File: src/rtl/nav_pkg.sv
// nav_pkg: direction encoding and source-count constants shared by the scheduler and the odometry datapath
package nav_pkg;
    typedef enum logic [1:0] {
        DIR_PX = 2'd0,
        DIR_PY = 2'd1,
        DIR_NX = 2'd2,
        DIR_NY = 2'd3
    } nav_dir_t;
    localparam int NUM_SPIKE_CH = 4;
    localparam int NUM_SRC = 5;
    localparam int SRC_CMD = 4;
endpackage

File: src/rtl/nav_rr_arbiter.sv
// nav_rr_arbiter: N-input round-robin arbiter with one-hot grant; pointer moves past each winner
//   clk, rst_n : clock, asynchronous active-low reset
//   req        : request vector (already masked by the caller)
//   gnt        : one-hot grant, zero when no request
//   gnt_idx    : index of the granted source
module nav_rr_arbiter #(
    parameter int N = 5,
    parameter int IW = (N > 1) ? $clog2(N) : 1
) (
    input  logic          clk,
    input  logic          rst_n,
    input  logic [N-1:0]  req,
    output logic [N-1:0]  gnt,
    output logic [IW-1:0] gnt_idx
);
    logic [IW-1:0] ptr;
    logic [IW-1:0] idx;
    logic any;
    // Scan from farthest to nearest so the source closest to the pointer wins.
    always_comb begin
        any = 1'b0;
        idx = '0;
        gnt_idx = '0;
        for (int k = N - 1; k >= 0; k--) begin
            idx = IW'((int'(ptr) + k) % N);
            if (req[idx]) begin
                any = 1'b1;
                gnt_idx = idx;
            end
        end
        gnt = any ? N'(1) << gnt_idx : '0;
    end
    always_ff @(posedge clk or negedge rst_n) begin
        if (!rst_n)
            ptr <= '0;
        else if (any)
            ptr <= (gnt_idx == IW'(N - 1)) ? '0 : gnt_idx + 1'b1;
    end
endmodule

File: src/rtl/nav_update_scheduler.sv
// nav_update_scheduler: counts spike edges per channel and round-robins spike and host-command updates into the accumulator
//   clk, rst_n                  : clock, asynchronous active-low reset
//   enable                      : 1 permits grants; 0 freezes arbitration while counting continues
//   spike_in                    : spike levels, bit0 +X, bit1 +Y, bit2 -X, bit3 -Y
//   cmd_valid/dir/step, ready   : host move command, consumed when cmd_ready is high
//   upd_valid/ready/dir/step/src: update transaction to the accumulator
//   overflow, clr_overflow      : sticky per-channel spike-loss flags, write-1-to-clear
//   busy                        : transaction in flight or any spike pending
module nav_update_scheduler
    import nav_pkg::*;
#(
    parameter int CNT_W = 4,
    parameter int STEP_W = 16
) (
    input  logic              clk,
    input  logic              rst_n,
    input  logic              enable,
    input  logic [3:0]        spike_in,
    input  logic              cmd_valid,
    input  logic [1:0]        cmd_dir,
    input  logic [STEP_W-1:0] cmd_step,
    output logic              cmd_ready,
    output logic              upd_valid,
    input  logic              upd_ready,
    output logic [1:0]        upd_dir,
    output logic [STEP_W-1:0] upd_step,
    output logic [2:0]        upd_src,
    output logic [3:0]        overflow,
    input  logic [3:0]        clr_overflow,
    output logic              busy
);
    localparam logic [CNT_W-1:0] CNT_MAX = '1;
    logic [NUM_SPIKE_CH-1:0][CNT_W-1:0] cnt;
    logic [NUM_SPIKE_CH-1:0] prev, rise, sat, nz, ovf_set;
    logic [NUM_SRC-1:0] req, gnt;
    logic [2:0] gnt_idx;
    logic slot_free, cmd_gnt, issue;
    always_comb begin
        for (int i = 0; i < NUM_SPIKE_CH; i++) begin
            sat[i] = cnt[i] == CNT_MAX;
            nz[i] = |cnt[i];
        end
    end
    assign rise = spike_in & ~prev;
    assign slot_free = ~upd_valid | upd_ready;
    assign req = {cmd_valid, nz} & {NUM_SRC{enable & slot_free}};
    assign cmd_gnt = gnt[SRC_CMD];
    assign cmd_ready = cmd_gnt;
    // A zero-step command is consumed but never presented downstream.
    assign issue = (|gnt) && !(cmd_gnt && cmd_step == '0);
    // A rise on a saturated channel is lost unless a grant frees a slot that same cycle.
    assign ovf_set = rise & ~gnt[NUM_SPIKE_CH-1:0] & sat;
    assign busy = upd_valid | (|nz);
    nav_rr_arbiter #(.N(NUM_SRC)) u_arb (
        .clk(clk),
        .rst_n(rst_n),
        .req(req),
        .gnt(gnt),
        .gnt_idx(gnt_idx)
    );
    always_ff @(posedge clk or negedge rst_n) begin
        if (!rst_n) begin
            prev <= '0;
            cnt <= '0;
            overflow <= '0;
            upd_valid <= 1'b0;
            upd_dir <= '0;
            upd_step <= '0;
            upd_src <= '0;
        end else begin
            prev <= spike_in;
            for (int i = 0; i < NUM_SPIKE_CH; i++) begin
                if (rise[i] && !gnt[i] && !sat[i])
                    cnt[i] <= cnt[i] + 1'b1;
                else if (!rise[i] && gnt[i])
                    cnt[i] <= cnt[i] - 1'b1;
            end
            overflow <= (overflow & ~clr_overflow) | ovf_set;
            if (slot_free) begin
                upd_valid <= issue;
                if (issue) begin
                    upd_src <= gnt_idx;
                    upd_dir <= cmd_gnt ? cmd_dir : gnt_idx[1:0];
                    upd_step <= cmd_gnt ? cmd_step : STEP_W'(1);
                end
            end
        end
    end
endmodule

File: config.mk
export PLATFORM = sky130hd
export DESIGN_NAME = nav_update_scheduler
export DESIGN_NICKNAME = d
export VERILOG_FILES = /design/src/rtl/nav_pkg.sv /design/src/rtl/nav_rr_arbiter.sv /design/src/rtl/nav_update_scheduler.sv
export SDC_FILE = /design/constraint.sdc
export NUM_CORES = 1
export LEC_CHECK = 0
export CAP_MARGIN = 20
export CORE_MARGIN = 10
export CORE_UTILIZATION = 40
export CTS_CLUSTER_SIZE = 12
export DETAILED_ROUTE_END_ITERATION = 10
export GPL_ROUTABILITY_DRIVEN = 0
export REMOVE_ABC_BUFFERS = 1
export SYNTH_ARGS = -nofsm -noshare
export SYNTH_HDL_FRONTEND = slang
export SYNTH_SLANG_ARGS = --single-unit
File: constraint.sdc
create_clock -name clk -period 17 [get_ports clk]
set_input_delay 1.7 -clock clk [delete_from_list [all_inputs] [get_ports clk]]
set_output_delay 1.7 -clock clk [all_outputs]
set_load 0.05 [all_outputs]
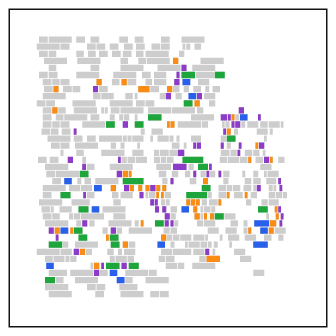
Fig. 1. Selected gate families (run 1).
[NOR gates] orange | cells: 50 | most used: nor2_1
[multiplexers] green | cells: 26 | most used: mux2i_1
[XOR/XNOR gates] blue | cells: 15 | most used: xor2_1
[NAND gates] purple | cells: 59 | most used: nand2_1
Comb/total area: 0.547
most frequent logic cell in the layout: clkdlybuf4s50_1
final cell count without fillers: 621

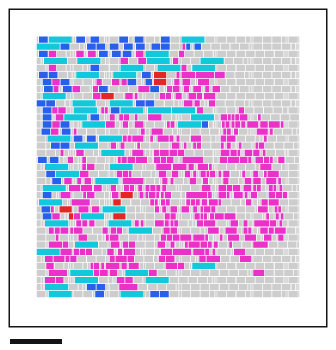
Fig. 2. Placement by cell class (run 1).
Bar = 20 µm. Fill, decap, tap and diode cells in gray.
[other buffers and delay cells] blue | cells: 61 | share of their area: 13%
[flops] cyan | cells: 49 | share of their area: 26%
[all other logic] magenta | cells: 367 | share of their area: 59%
[clock drivers and dummy loads] red | cells: 8 | share of their area: 2.1%

==> results.toml, run 1 <==
# flow metrics
[run_status]
status = "complete, no violations"

[worst_setup_path]
reg2reg_slack_ps = 10270
timing.rr.start = "u_arb.ptr[0]$_DFFE_PN0N_"
cp.arrival_ps = 6130
crit_required_ps = 15300
r2r_cells = 25
cp-start-kind = "flip-flop"
critPathMaxFanout = 31
regToRegEndpoint = "cnt[7]$_DFFE_PN0P_"
cp-endpoint = "cmd_ready"
cp-startpoint = "u_arb.ptr[0]$_DFFE_PN0N_"
setup.worst_path.end_class = "primary output"

[clocking]
cts_hold_buf = 0
cts_resized = 0
clk_pin_slew_ps = 100
cts_setup_buffers = 0
h-tree-depth = 2
clock_sinks = 49
cts-buffers-inserted = 5
clockBufferDepth = 2

[floorplanning]
core_area_um2 = 10200
die_area_um2 = 14800
num_io_pins = 59
die_y_um = 122
fp_util = 0.405

[layout]
final_cell_mix = "clkdlybuf4s50_1 (57), dfrtp_1 (49), ha_1 (34)"
nets = 554
fin_area_um2 = 4870
post-route-util = 0.478
drive_gt1_frac = 0.101

[synth]
synth_area_leader_cell = "dfrtp_1"
flop_cell = "dfrtp_1"
synth_flops = 49
top_cells_by_count = "dfrtp_1 (49), ha_1 (34), inv_1 (28)"
syn_area_um2 = 4130
yosysSeqAreaShare = 0.297
synth.avg_cell_area_um2 = 9.49
ys_sh_adder = 0.127
yosysMostFrequentCell = "dfrtp_1"
ys_sh_mux = 0.0791
synth_async_sr_flop_share = 1.00
yosys_cells = 435
ys_area_um2 = 4130
yosysTopAreaCellShare = 0.297
simple_gate_share = 0.187
compound_area_frac = 0.216
yosys_warnings = 0
ys_top_cells_by_area = "dfrtp_1 (30%), ha_1 (10%), a22o_1 (3.4%)"
ys_sh_xor = 0.0355
edf_count = 0
synth_cell_types = 69

[timing]
finalSetupViolCount = 0
setup_slack_ps = 9170
hold_ws_ps = 506
maxSlewViolCount = 0
finalSetupTns_ps = 0
hold_viol = 0
min_period_ps = 7830
fmax_mhz = 128
rsz0062_at_grt = "false"
fin_worst_skew_ps = 8.33

[worst_hold_path]
hold_class = "flip-flop to flip-flop"

[global_route]
grt_start_max_net_pins = 50
busiest_layer = "met2"
first_global_vias = 3545
grt_pass1_wl_um = 17500
grt-ovfl-total = 0
met1_usage = 0.174
grtUsageMet3 = 0.0393

[detailed_routing]
dr.pass1.iters = 5
viasPerCell = 5.70
top_layer_used = "met4"
wl_met3_um = 707
drt-met1-wl_um = 4690
route.met2.wl_um = 5100
drc_errors = 0

[run]
maxCapViolCount = 0
warnings = 41

[place]
portBuffers = 58
dpl.hpwl_um = 8260
pre_cts_slack_ps = 9500
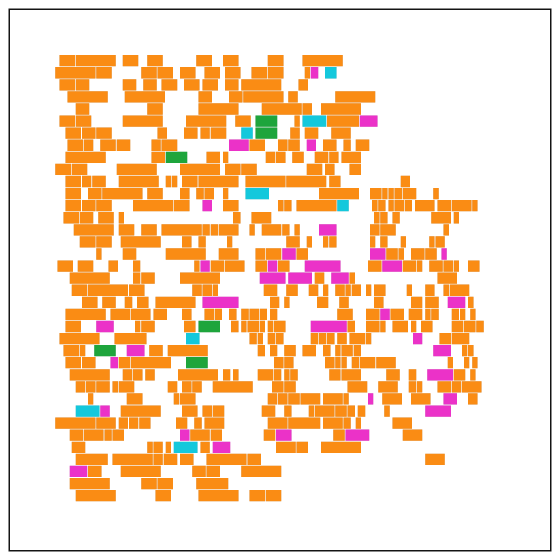
Fig. 3. Cell sizes after repair (run 1).
[drive 1 or less] orange | cells: 436 | share: 90%
[drive 2] magenta | cells: 35 | share: 7.2%
[drive 3 to 4] cyan | cells: 8 | share: 1.6%
[drive 6 and up] green | cells: 6 | share: 1.2%

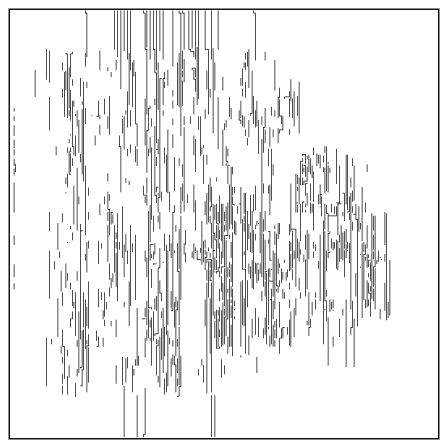
Fig. 4. Met2 routing (run 1).
longest straight run: 39.1 µm
wire length on this layer: 5100 µm
nets with wire on the layer: 482
grt met2 use: 0.245
final wirelength: 10600 µm

-- run 1: critical path, cell delays in order (launching register included) --
cell and delay (ps):
dfrtp_1 330, buf_4 320, inv_2 190, ha_1 700, inv_1 200, ha_1 220
inv_1 50, ha_1 210, a211o_1 330, a31o_1 240, a211oi_2 300, mux4_2 580
nand3_1 150, o311ai_0 160, o211ai_1 390, ha_1 300, inv_1 90, nor3b_2 200
clkdlybuf4s50_1 850
-- run 1: worst min path at each step --
stage	start	to	slack, ps	cells past startpoint
6_report	upd_step[9]$_DFFE_PN0P_	upd_step[9]$_DFFE_PN0P_	510	1
5_1_grt	upd_step[8]$_DFFE_PN0P_	upd_step[8]$_DFFE_PN0P_	520	1
4_1_cts	upd_step[3]$_DFFE_PN0P_	upd_step[3]$_DFFE_PN0P_	510	1
3_5_place_dp	upd_step[13]$_DFFE_PN0P_	upd_step[13]$_DFFE_PN0P_	480	1
3_3_place_gp	upd_step[10]$_DFFE_PN0P_	upd_step[10]$_DFFE_PN0P_	480	1
2_1_floorplan	cnt[15]$_DFFE_PN0P_	cnt[15]$_DFFE_PN0P_	470	1
-- run 1: area by class of cell --
cell class                 instances  area [µm²]
tap                              136         170
sequential                        49        1230
clock inverter                     2        13.8
inverter                          30         113
clock buffer                       6        82.6
timing repair buffer              61         598
multi-input combinational        337        2670
fill                            1010        5320
-- run 1: sequential cells by signal, indices dropped and copies added (netlist names) --
name and cells:
cnt 16, upd_step 16, overflow 4, prev 4, u_arb.ptr 3, upd_src 3
upd_dir 2, upd_valid 1
==> inputs of run 2 (changes only) <==
clock period = 7.7 ns   (was 17 ns; I/O delays follow)
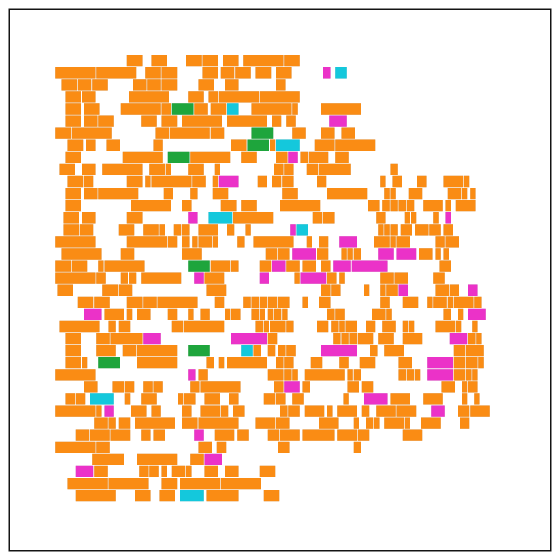
Fig. 5. Cell sizes after repair (run 2).
[drive 6 and up] green | cells: 7 | share: 1.4%
[drive 2] magenta | cells: 35 | share: 7.2%
[drive 1 or less] orange | cells: 436 | share: 90%
[drive 3 to 4] cyan | cells: 8 | share: 1.6%
Non-CTS buffers: 62
final instance area: 4880 µm²

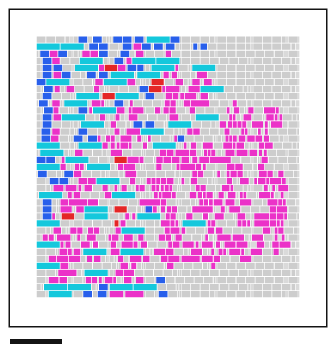
Fig. 6. Placement by cell class (run 2).
Bar = 20 µm. Fill, decap, tap and diode cells in gray.
[other buffers and delay cells] blue | cells: 62 | share of their area: 13%
[clock drivers and dummy loads] red | cells: 8 | share of their area: 2.2%
[flops] cyan | cells: 49 | share of their area: 26%
[all other logic] magenta | cells: 367 | share of their area: 59%

==> run 2 against run 1 <==
Critical path depth unchanged. Synthesized area unchanged. First-iteration DRC count increased by 45%. Clock-buffer cell count increased by 1. Core utilization increased by 0.12 points. Sequential share of layout area decreased by 0.065 points. Global-route usage increased by 0.18 points. Cell area increased by 0.26%.
==> results.toml, run 2 <==
# flow metrics
[synth]
yosys_warnings = 0
compound_area_frac = 0.216
top_cells_by_count = "dfrtp_1 (49), ha_1 (34), inv_1 (28)"
ys_sh_adder = 0.127
simple_gate_share = 0.187
synth.avg_cell_area_um2 = 9.49
flop_cell = "dfrtp_1"
yosysTopAreaCellShare = 0.297
yosys_cells = 435
syn_area_um2 = 4130
yosysSeqAreaShare = 0.297
synth_cell_types = 69
ys_sh_mux = 0.0791
synth_async_sr_flop_share = 1.00
ys_sh_xor = 0.0355
ys_area_um2 = 4130
edf_count = 0
yosysMostFrequentCell = "dfrtp_1"
synth_flops = 49
ys_top_cells_by_area = "dfrtp_1 (30%), ha_1 (10%), a22o_1 (3.4%)"
synth_area_leader_cell = "dfrtp_1"

[floorplanning]
well_tap_count = 136
fp_util = 0.405
die_y_um = 122
core_area_um2 = 10200
num_io_pins = 59
placementRows = 37
die_area_um2 = 14800

[timing]
setup_slack_ps = 724
min_period_over_period = 0.906
hold_viol = 0
finalSetupViolCount = 0
fin_worst_skew_ps = 7.53
maxSlewViolCount = 0
min_period_ps = 6980
finalSetupTns_ps = 0
rsz0062_at_grt = "false"
fmax_mhz = 143

[layout]
clk_share = 0.0208
nonClkBufAreaFrac = 0.124
sh_seq_area = 0.251
lay_top_count = "clkdlybuf4s50_1"
fill_cells = 1020
reg_top3 = "cnt x16, upd_step x16"
nets = 555
drive_gt1_frac = 0.103
regArea_um2 = 1230
ff_count = 49
final_cell_mix = "clkdlybuf4s50_1 (57), dfrtp_1 (49), ha_1 (34)"
inv_count = 30
combGateArea_um2 = 2670
clkbuf_count = 7
diodes = 0
logic_gates = 337
dominant-cell-class = "combinational gates"

[detailed_routing]
postRouteAntennaNets = 0
viasPerCell = 5.72
wl_um = 10600
wl_per_cell_um = 17.1
vias = 3557
drc_errors = 0
drt_iter0_markers = 279
dr.pass1.iters = 5

[clocking]
cts_setup_buffers = 0
clk_pin_slew_ps = 90
clock_sinks = 49
cts_resized = 0
cts-buffers-inserted = 5
cts_hold_buf = 0
clockBufferDepth = 2
h-tree-depth = 2

[place]
pre_cts_slack_ps = 1030
portBuffers = 58
dpl.hpwl_um = 8250

[worst_setup_path]
regToRegEndpoint = "cnt[7]$_DFFE_PN0P_"
r2r_cells = 25
reg2reg_slack_ps = 930
crit_required_ps = 6930
cp.arrival_ps = 6210
critPathMaxFanout = 15
cp-start-kind = "flip-flop"
timing.rr.start = "u_arb.ptr[2]$_DFFE_PN0N_"
cp-startpoint = "u_arb.ptr[2]$_DFFE_PN0N_"
setup.worst_path.end_class = "primary output"

[worst_hold_path]
timing.hold.worst_path_depth = 1
hold-path-endpoint = "upd_step[12]$_DFFE_PN0P_"
hp-start = "upd_step[12]$_DFFE_PN0P_"
hold_class = "flip-flop to flip-flop"

[global_route]
first_global_vias = 3670
met2_usage = 0.251
busiest_layer = "met2"
met1_usage = 0.182
grt_pass1_wl_um = 17900
grtUsageMet3 = 0.0324
grt_start_max_net_pins = 50
grt_usage = 0.145
grt-ovfl-total = 0

[run_status]
status = "complete, no violations"

[run]
warnings = 41
maxCapViolCount = 0
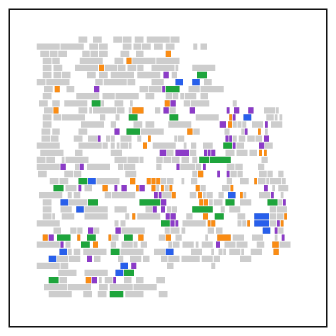
Fig. 7. Selected gate families (run 2).
[NOR gates] orange | cells: 50 | most used: nor2_1
[NAND gates] purple | cells: 59 | most used: nand2_1
[XOR/XNOR gates] blue | cells: 15 | most used: xor2_1
[multiplexers] green | cells: 26 | most used: mux2i_1
Comb/total area: 0.546
final cell count without fillers: 622

==> run 2: cell counts after synthesis <==
Identical to the previous run, type by type.
==> run 2: metrics by stage <==
stage	hold WS, ps	std cells	utilization
final	508	622	0.479
after global routing	522	622	0.479
after CTS	510	622	0.479
after detailed placement	481	614	0.469
after global placement	481	614	0.469
after floorplan	471	416	-
==> run 2: how the worst max path moves through the flow <==
| stage | cells past startpoint | slack [ps] | to |
|---|---|---|---|
| final | 18 | 720 | cmd_ready |
| after global routing | 18 | 250 | cmd_ready |
| after CTS | 17 | 760 | cmd_ready |
| after detailed placement | 24 | 1030 | cnt[7]$_DFFE_PN0P_ |
| after global placement | 24 | 1140 | cnt[7]$_DFFE_PN0P_ |
| after floorplan | 17 | 300 | cmd_ready |
==> run 2: cell families after synthesis <==
family / after synthesis
adders and majority gates: 39
muxes: 26
DFF: 49
xor gates and xnor gates: 15
and+or+nand+nor: 139
buffers and inverters: 49
AOI/OAI and AO/OA: 118
==> run 2: routing by layer <==
layer  vias up  wire length, µm
met1      1735             4840
met3         7              553
met5         -                0
li1       1731                -
met2        84             5130
met4         0               85
==> run 2: critical path: stages, from the launching register on <==
cell	delay (ps)
dfrtp_1	740
inv_1	200
ha_1	470
o21a_1	290
a21oi_1	170
xnor2_1	170
ha_1	200
fa_1	180
a21bo_2	250
nor4_1	570
nor3_1	100
o211a_1	260
a31oi_1	280
o311ai_0	180
o211ai_1	400
ha_1	290
inv_1	80
nor3b_2	220
clkdlybuf4s50_1	850
